File: src/rtl/alu_arbiter_if.sv
// Request, ALU and response signals of the two-requester ALU arbiter.
// The slave modport is the arbiter; the master modport is the requesters, ALU and consumer.
interface alu_arbiter_if #(
  parameter int unsigned LENGTH = 64
);
  logic              req0_valid;
  logic              req0_ready;
  logic [LENGTH-1:0] req0_A;
  logic [LENGTH-1:0] req0_B;
  logic [2:0]        req0_sel;
  logic              req0_setflags;

  logic              req1_valid;
  logic              req1_ready;
  logic [LENGTH-1:0] req1_A;
  logic [LENGTH-1:0] req1_B;
  logic [2:0]        req1_sel;
  logic              req1_setflags;

  logic [LENGTH-1:0] alu_A;
  logic [LENGTH-1:0] alu_B;
  logic [2:0]        alu_select;
  logic [LENGTH-1:0] alu_result;
  logic              alu_negative;
  logic              alu_zero;
  logic              alu_overflow;
  logic              alu_carry;

  logic              resp_valid;
  logic              resp_ready;
  logic              resp_id;
  logic [LENGTH-1:0] resp_result;
  logic [3:0]        flags;

  modport slave (
    input  req0_valid, req0_A, req0_B, req0_sel, req0_setflags,
    input  req1_valid, req1_A, req1_B, req1_sel, req1_setflags,
    input  alu_result, alu_negative, alu_zero, alu_overflow, alu_carry,
    input  resp_ready,
    output req0_ready, req1_ready,
    output alu_A, alu_B, alu_select,
    output resp_valid, resp_id, resp_result, flags
  );

  modport master (
    output req0_valid, req0_A, req0_B, req0_sel, req0_setflags,
    output req1_valid, req1_A, req1_B, req1_sel, req1_setflags,
    output alu_result, alu_negative, alu_zero, alu_overflow, alu_carry,
    output resp_ready,
    input  req0_ready, req1_ready,
    input  alu_A, alu_B, alu_select,
    input  resp_valid, resp_id, resp_result, flags
  );
endinterface

File: src/rtl/alu_arbiter.sv
// Round-robin arbiter sharing one multi-cycle ALU between two requesters, with a held response
// register and the architectural NZVC flag register.
module alu_arbiter #(
  parameter int unsigned LENGTH        = 64,
  parameter int unsigned SETTLE_CYCLES = 1
) (
  input logic          clk,
  input logic          reset,
  alu_arbiter_if.slave bus
);
  localparam int unsigned      CntW    = $clog2(SETTLE_CYCLES + 1);
  localparam logic [CntW-1:0]  CntLast = CntW'(SETTLE_CYCLES - 1);

  typedef enum logic [1:0] {StIdle, StBusy, StDone} state_e;

  state_e            state_q, state_d;
  logic              rr_last_q, rr_last_d;
  logic [CntW-1:0]   cnt_q, cnt_d;
  logic              id_q, id_d;
  logic              setflags_q, setflags_d;
  logic [LENGTH-1:0] alu_a_q, alu_a_d;
  logic [LENGTH-1:0] alu_b_q, alu_b_d;
  logic [2:0]        alu_select_q, alu_select_d;
  logic              resp_valid_q, resp_valid_d;
  logic              resp_id_q, resp_id_d;
  logic [LENGTH-1:0] resp_result_q, resp_result_d;
  logic [3:0]        flags_q, flags_d;
  logic              grant0, grant1;
  logic              hs0, hs1;

  // On a tie the requester that did not win last goes; rr_last resets to 1 so req0 wins first.
  assign grant0 = bus.req0_valid & (~bus.req1_valid | rr_last_q);
  assign grant1 = bus.req1_valid & (~bus.req0_valid | ~rr_last_q);
  assign hs0    = (state_q == StIdle) & ~reset & grant0;
  assign hs1    = (state_q == StIdle) & ~reset & grant1;

  assign bus.req0_ready  = hs0;
  assign bus.req1_ready  = hs1;
  assign bus.alu_A       = alu_a_q;
  assign bus.alu_B       = alu_b_q;
  assign bus.alu_select  = alu_select_q;
  assign bus.resp_valid  = resp_valid_q;
  assign bus.resp_id     = resp_id_q;
  assign bus.resp_result = resp_result_q;
  assign bus.flags       = flags_q;

  always_comb begin
    state_d       = state_q;
    rr_last_d     = rr_last_q;
    cnt_d         = cnt_q;
    id_d          = id_q;
    setflags_d    = setflags_q;
    alu_a_d       = alu_a_q;
    alu_b_d       = alu_b_q;
    alu_select_d  = alu_select_q;
    resp_valid_d  = resp_valid_q;
    resp_id_d     = resp_id_q;
    resp_result_d = resp_result_q;
    flags_d       = flags_q;
    unique case (state_q)
      StIdle: begin
        if (hs0 | hs1) begin
          alu_a_d      = hs1 ? bus.req1_A : bus.req0_A;
          alu_b_d      = hs1 ? bus.req1_B : bus.req0_B;
          alu_select_d = hs1 ? bus.req1_sel : bus.req0_sel;
          setflags_d   = hs1 ? bus.req1_setflags : bus.req0_setflags;
          id_d         = hs1;
          rr_last_d    = hs1;
          cnt_d        = '0;
          state_d      = StBusy;
        end
      end
      StBusy: begin
        // Operands have been held for SETTLE_CYCLES edges; the ALU output is now trustworthy.
        if (cnt_q == CntLast) begin
          resp_result_d = bus.alu_result;
          resp_id_d     = id_q;
          resp_valid_d  = 1'b1;
          if (setflags_q) begin
            flags_d = {bus.alu_negative, bus.alu_zero, bus.alu_overflow, bus.alu_carry};
          end
          state_d = StDone;
        end else begin
          cnt_d = cnt_q + CntW'(1);
        end
      end
      StDone: begin
        if (bus.resp_ready) begin
          resp_valid_d = 1'b0;
          state_d      = StIdle;
        end
      end
      default: state_d = StIdle;
    endcase
  end

  always_ff @(posedge clk or posedge reset) begin
    if (reset) begin
      state_q       <= StIdle;
      rr_last_q     <= 1'b1;
      cnt_q         <= '0;
      id_q          <= 1'b0;
      setflags_q    <= 1'b0;
      alu_a_q       <= '0;
      alu_b_q       <= '0;
      alu_select_q  <= '0;
      resp_valid_q  <= 1'b0;
      resp_id_q     <= 1'b0;
      resp_result_q <= '0;
      flags_q       <= 4'b0000;
    end else begin
      state_q       <= state_d;
      rr_last_q     <= rr_last_d;
      cnt_q         <= cnt_d;
      id_q          <= id_d;
      setflags_q    <= setflags_d;
      alu_a_q       <= alu_a_d;
      alu_b_q       <= alu_b_d;
      alu_select_q  <= alu_select_d;
      resp_valid_q  <= resp_valid_d;
      resp_id_q     <= resp_id_d;
      resp_result_q <= resp_result_d;
      flags_q       <= flags_d;
    end
  end
endmodule

File: src/flat_wrapper.sv
// flat-port wrapper written by rule: the top's interface ports become plain ports
module alu_arbiter_flat 
#(
  parameter int unsigned LENGTH        = 64,
  parameter int unsigned SETTLE_CYCLES = 1
)
  (clk, reset, bus_req0_valid, bus_req0_A, bus_req0_B, bus_req0_sel, bus_req0_setflags, bus_req1_valid, bus_req1_A, bus_req1_B, bus_req1_sel, bus_req1_setflags, bus_alu_result, bus_alu_negative, bus_alu_zero, bus_alu_overflow, bus_alu_carry, bus_resp_ready, bus_req0_ready, bus_req1_ready, bus_alu_A, bus_alu_B, bus_alu_select, bus_resp_valid, bus_resp_id, bus_resp_result, bus_flags);
  alu_arbiter_if #(.LENGTH(LENGTH)) bus_i ();
  input logic clk;
  input logic reset;
  input wire logic [$bits(bus_i.req0_valid)-1:0] bus_req0_valid;
  input wire logic [$bits(bus_i.req0_A)-1:0] bus_req0_A;
  input wire logic [$bits(bus_i.req0_B)-1:0] bus_req0_B;
  input wire logic [$bits(bus_i.req0_sel)-1:0] bus_req0_sel;
  input wire logic [$bits(bus_i.req0_setflags)-1:0] bus_req0_setflags;
  input wire logic [$bits(bus_i.req1_valid)-1:0] bus_req1_valid;
  input wire logic [$bits(bus_i.req1_A)-1:0] bus_req1_A;
  input wire logic [$bits(bus_i.req1_B)-1:0] bus_req1_B;
  input wire logic [$bits(bus_i.req1_sel)-1:0] bus_req1_sel;
  input wire logic [$bits(bus_i.req1_setflags)-1:0] bus_req1_setflags;
  input wire logic [$bits(bus_i.alu_result)-1:0] bus_alu_result;
  input wire logic [$bits(bus_i.alu_negative)-1:0] bus_alu_negative;
  input wire logic [$bits(bus_i.alu_zero)-1:0] bus_alu_zero;
  input wire logic [$bits(bus_i.alu_overflow)-1:0] bus_alu_overflow;
  input wire logic [$bits(bus_i.alu_carry)-1:0] bus_alu_carry;
  input wire logic [$bits(bus_i.resp_ready)-1:0] bus_resp_ready;
  output wire logic [$bits(bus_i.req0_ready)-1:0] bus_req0_ready;
  output wire logic [$bits(bus_i.req1_ready)-1:0] bus_req1_ready;
  output wire logic [$bits(bus_i.alu_A)-1:0] bus_alu_A;
  output wire logic [$bits(bus_i.alu_B)-1:0] bus_alu_B;
  output wire logic [$bits(bus_i.alu_select)-1:0] bus_alu_select;
  output wire logic [$bits(bus_i.resp_valid)-1:0] bus_resp_valid;
  output wire logic [$bits(bus_i.resp_id)-1:0] bus_resp_id;
  output wire logic [$bits(bus_i.resp_result)-1:0] bus_resp_result;
  output wire logic [$bits(bus_i.flags)-1:0] bus_flags;
  assign bus_i.req0_valid = bus_req0_valid;
  assign bus_i.req0_A = bus_req0_A;
  assign bus_i.req0_B = bus_req0_B;
  assign bus_i.req0_sel = bus_req0_sel;
  assign bus_i.req0_setflags = bus_req0_setflags;
  assign bus_i.req1_valid = bus_req1_valid;
  assign bus_i.req1_A = bus_req1_A;
  assign bus_i.req1_B = bus_req1_B;
  assign bus_i.req1_sel = bus_req1_sel;
  assign bus_i.req1_setflags = bus_req1_setflags;
  assign bus_i.alu_result = bus_alu_result;
  assign bus_i.alu_negative = bus_alu_negative;
  assign bus_i.alu_zero = bus_alu_zero;
  assign bus_i.alu_overflow = bus_alu_overflow;
  assign bus_i.alu_carry = bus_alu_carry;
  assign bus_i.resp_ready = bus_resp_ready;
  assign bus_req0_ready = bus_i.req0_ready;
  assign bus_req1_ready = bus_i.req1_ready;
  assign bus_alu_A = bus_i.alu_A;
  assign bus_alu_B = bus_i.alu_B;
  assign bus_alu_select = bus_i.alu_select;
  assign bus_resp_valid = bus_i.resp_valid;
  assign bus_resp_id = bus_i.resp_id;
  assign bus_resp_result = bus_i.resp_result;
  assign bus_flags = bus_i.flags;
  alu_arbiter #(.LENGTH(LENGTH), .SETTLE_CYCLES(SETTLE_CYCLES)) u_core (.clk(clk), .reset(reset), .bus(bus_i));
endmodule
File: config.mk
export PLATFORM = sky130hd
export DESIGN_NAME = alu_arbiter_flat
export DESIGN_NICKNAME = d
export VERILOG_FILES = /design/src/rtl/alu_arbiter_if.sv /design/src/rtl/alu_arbiter.sv /design/src/flat_wrapper.sv
export SDC_FILE = /design/constraint.sdc
export NUM_CORES = 1
export LEC_CHECK = 0
export CORE_AREA = 2 2 213 215
export CTS_BUF_LIST = sky130_fd_sc_hd__clkbuf_8
export DETAILED_ROUTE_END_ITERATION = 12
export DIE_AREA = 0 0 215 217
export PLACE_DENSITY_LB_ADDON = 0.12
export SKIP_CTS_REPAIR_TIMING = 1
export SYNTH_ARGS = -nofsm -noshare
export SYNTH_HDL_FRONTEND = slang
export SYNTH_SLANG_ARGS = --single-unit
File: constraint.sdc
create_clock -name clk -period 6.9 [get_ports clk]
set_input_delay 1.725 -clock clk [delete_from_list [all_inputs] [get_ports clk]]
set_output_delay 1.725 -clock clk [all_outputs]
set_load 0.03 [all_outputs]
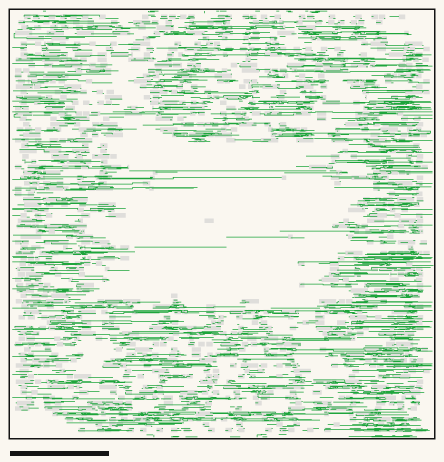
*Metal 1, run 1*
Scale bar: 50 µm. Cells faint in the background.
nets with wire on the layer = 1,445
wire length on this layer = 17,400 µm
main direction = horizontal
longest straight run = 99.8 µm
share of all routed wire = 41%

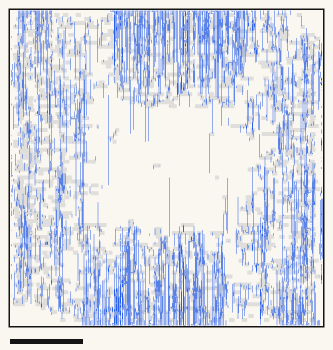
*Metal 2, run 1*
Scale bar: 50 µm. Cells faint in the background.
longest straight run = 74.5 µm
share of all routed wire = 47%
nets with wire on the layer = 1,454
main direction = vertical
wire length on this layer = 19,800 µm

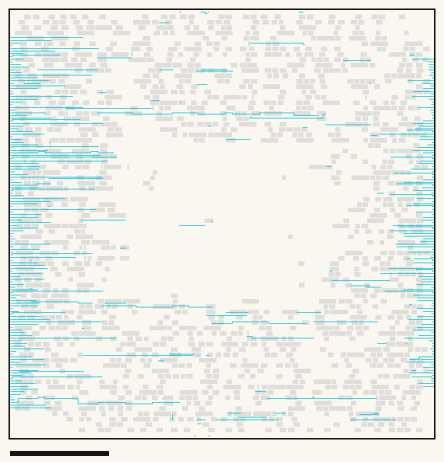
*Metal 3, run 1*
Scale bar: 50 µm. Cells faint in the background.
main direction = horizontal
wire length on this layer = 4,080 µm

==> reports/highlights.md, run 1 <==
* WL per Instance: 22.0 µm
* cell with the most instances after synthesis: dfrtp_1
* type of the tightest min-delay check: reg2reg
* highest cell delay on the worst timing path: 0.70 ns
* setup repair after global routing missed its margin: no
* setup-violating endpoint count in the final report: 0
* later-pin clock latency in the skew report: 0.60 ns
* library cell appearing most often on the critical path: clkdlybuf4s50_1
* number of cell rows: 78
* tightest hold margin: 0.486 ns
* Cell Type Count: 26
* number of ordinary and repair buffers in the finished layout: 553
* launching element of the worst setup path: reset
* number of flops mapped to enable cells by yosys: 0
* capture point of the critical path: bus_req0_ready
* Die Span Y: 217 µm
* net switching fraction of the power: 40.8%
* Multi-input gate area: 4230 µm²
* most area-hungry cell class in the final design: non-clock buffers
* source of the worst register-to-register timing path: u_core.rr_last_q$_DFFE_PP1P_
* met1 WL: 17,400 µm
* dominant power group: combinational cells
* Core Box Area: 44,700 µm²
* final-report max-slew violation count: 0
* Synthesized registers: 206
* Req. time, crit path: 5.18 ns
* instance tally after logic synthesis: 784
* cell type with the largest total area after synthesis: dfrtp_1
* vias per cell: 4.68
* path length in cells of the critical path: 5
* Static Leakage: 0.00643 µW
* endpoints failing hold: 0
* root buf cell: clkbuf_8
* proportion of synthesized chip area in sequential cells: 52.5%
* antenna violations before repair: 2
* number of nets at floorplan: 1,121
* clock share of power: 19.5%
* post-layout period usage of the worst path: 74.7%
* top area contributor share: 52.2%
* status: finished, final reports clean
* leading post-synthesis cells by cell area: dfrtp_1 52%, a211o_1 12%, o22a_1 12%
* main flop type: dfrtp_1
* fraction of final layout cells with drive strength greater than 1: 11.5%
* Comb pwr share: 51.1%
* die width: 215 µm
==> run 1 -> run 2 <==
- clock period: 6.9 -> 4.5 ns (I/O delays scaled with it)
==> reports/highlights.md, run 2 <==
* status: finished, final reports clean
* Static Leakage: 0.00649 µW, +0.84%
* root buf cell: clkbuf_8
* number of cell rows: 78, unchanged
* later-pin clock latency in the skew report: 0.59 ns, about the same
* Req. time, crit path: 3.38 ns, -1.80 ns
* proportion of synthesized chip area in sequential cells: 52.5%, unchanged
* Comb pwr share: 51.5%, +0.4 points
* Cell Type Count: 26, unchanged
* post-layout period usage of the worst path: 88.6%
* top area contributor share: 52.2%, unchanged
* n_diodes: 4
* number of ordinary and repair buffers in the finished layout: 556, +0.54%
* capture point of the critical path: bus_req0_ready
* Multi-input gate area: 4230 µm², unchanged
* endpoints failing hold: 0, unchanged
* main flop type: dfrtp_1
* setup-violating endpoint count in the final report: 0, unchanged
* highest cell delay on the worst timing path: 0.70 ns, about the same
* setup repair after global routing missed its margin: no
* library cell appearing most often on the critical path: clkdlybuf4s50_1
* Core Box Area: 44,700 µm², unchanged
* vias per cell: 4.66, -0.47%
* most area-hungry cell class in the final design: non-clock buffers
* Die Span Y: 217 µm, unchanged
* number of nets at floorplan: 1,121, unchanged
* dominant power group: combinational cells
* tightest hold margin: 0.501 ns, +0.0146 ns
* clock share of power: 18.9%, -0.6 points
* final-report max-slew violation count: 0, unchanged
* instance tally after logic synthesis: 784, unchanged
* launching element of the worst setup path: reset
* leading post-synthesis cells by cell area: dfrtp_1 52%, a211o_1 12%, o22a_1 12%
* fraction of final layout cells with drive strength greater than 1: 11.5%, +0.064 points
* type of the tightest min-delay check: reg2reg
* WL per Instance: 21.7 µm, -1.6%
* cell type with the largest total area after synthesis: dfrtp_1
* antenna violations before repair: 5, +3
* met1 WL: 17,300 µm, -0.36%
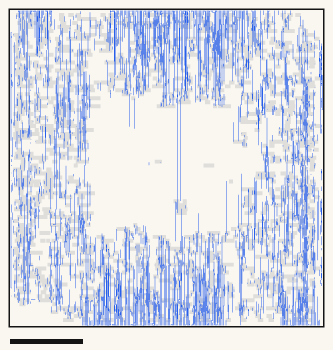
*Metal 2, run 2*
Scale bar: 50 µm. Cells faint in the background.
longest straight run = 92.1 µm
main direction = vertical
nets with wire on the layer = 1,461
wire length on this layer = 19,100 µm
share of all routed wire = 46%
overall routed net length: 41,800 µm
global routing usage on met2: 27.4%
vias after detailed routing: 8,997

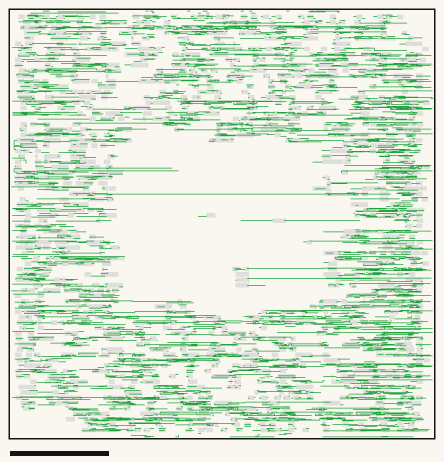
*Metal 1, run 2*
Scale bar: 50 µm. Cells faint in the background.
nets with wire on the layer = 1,430
main direction = horizontal
share of all routed wire = 41%

==> run 2 -> run 3 <==
- clock period: 4.5 -> 5.1 ns (I/O delays scaled with it)
==> reports/highlights.md, run 3 <==
* status: finished, final reports clean
* leading post-synthesis cells by cell area: dfrtp_1 52%, a211o_1 12%, o22a_1 12%
* Core Box Area: 44,700 µm², unchanged
* library cell appearing most often on the critical path: clkdlybuf4s50_1
* setup-violating endpoint count in the final report: 0, unchanged
* instance tally after logic synthesis: 784, unchanged
* most area-hungry cell class in the final design: non-clock buffers
* post-layout period usage of the worst path: 84.1%
* endpoints failing hold: 0, unchanged
* dominant power group: combinational cells
* vias per cell: 4.67, +0.15%
* number of ordinary and repair buffers in the finished layout: 553, -0.54%
* setup repair after global routing missed its margin: no
* Die Span Y: 217 µm, unchanged
* antenna violations before repair: 6, +1
* tightest hold margin: 0.493 ns, -0.00780 ns
* Static Leakage: 0.00640 µW, -1.3%
* launching element of the worst setup path: reset
* fraction of final layout cells with drive strength greater than 1: 11.2%, -0.33 points
* later-pin clock latency in the skew report: 0.59 ns, about the same
* capture point of the critical path: bus_req0_ready
* number of cell rows: 78, unchanged
* n_diodes: 4, unchanged
* top area contributor share: 52.2%, unchanged
* cell type with the largest total area after synthesis: dfrtp_1
* proportion of synthesized chip area in sequential cells: 52.5%, unchanged
* highest cell delay on the worst timing path: 0.67 ns, -0.03 ns
* type of the tightest min-delay check: reg2reg
* clock share of power: 18.2%, -0.7 points
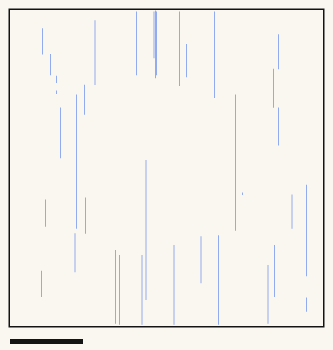
*The metal 4 layer, run 3*
Scale bar: 50 µm.
main direction = vertical
longest straight run = 95.9 µm
wire length on this layer = 1,350 µm
share of all routed wire = 3.2%
overall routed net length: 41,900 µm
vias after detailed routing: 8,945

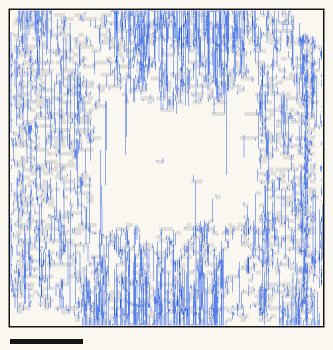
*Metal 2, run 3*
Scale bar: 50 µm. Cells faint in the background.
nets with wire on the layer = 1,464
share of all routed wire = 46%
main direction = vertical

Power figures rest on the tool's default switching activity, not on a simulated workload.
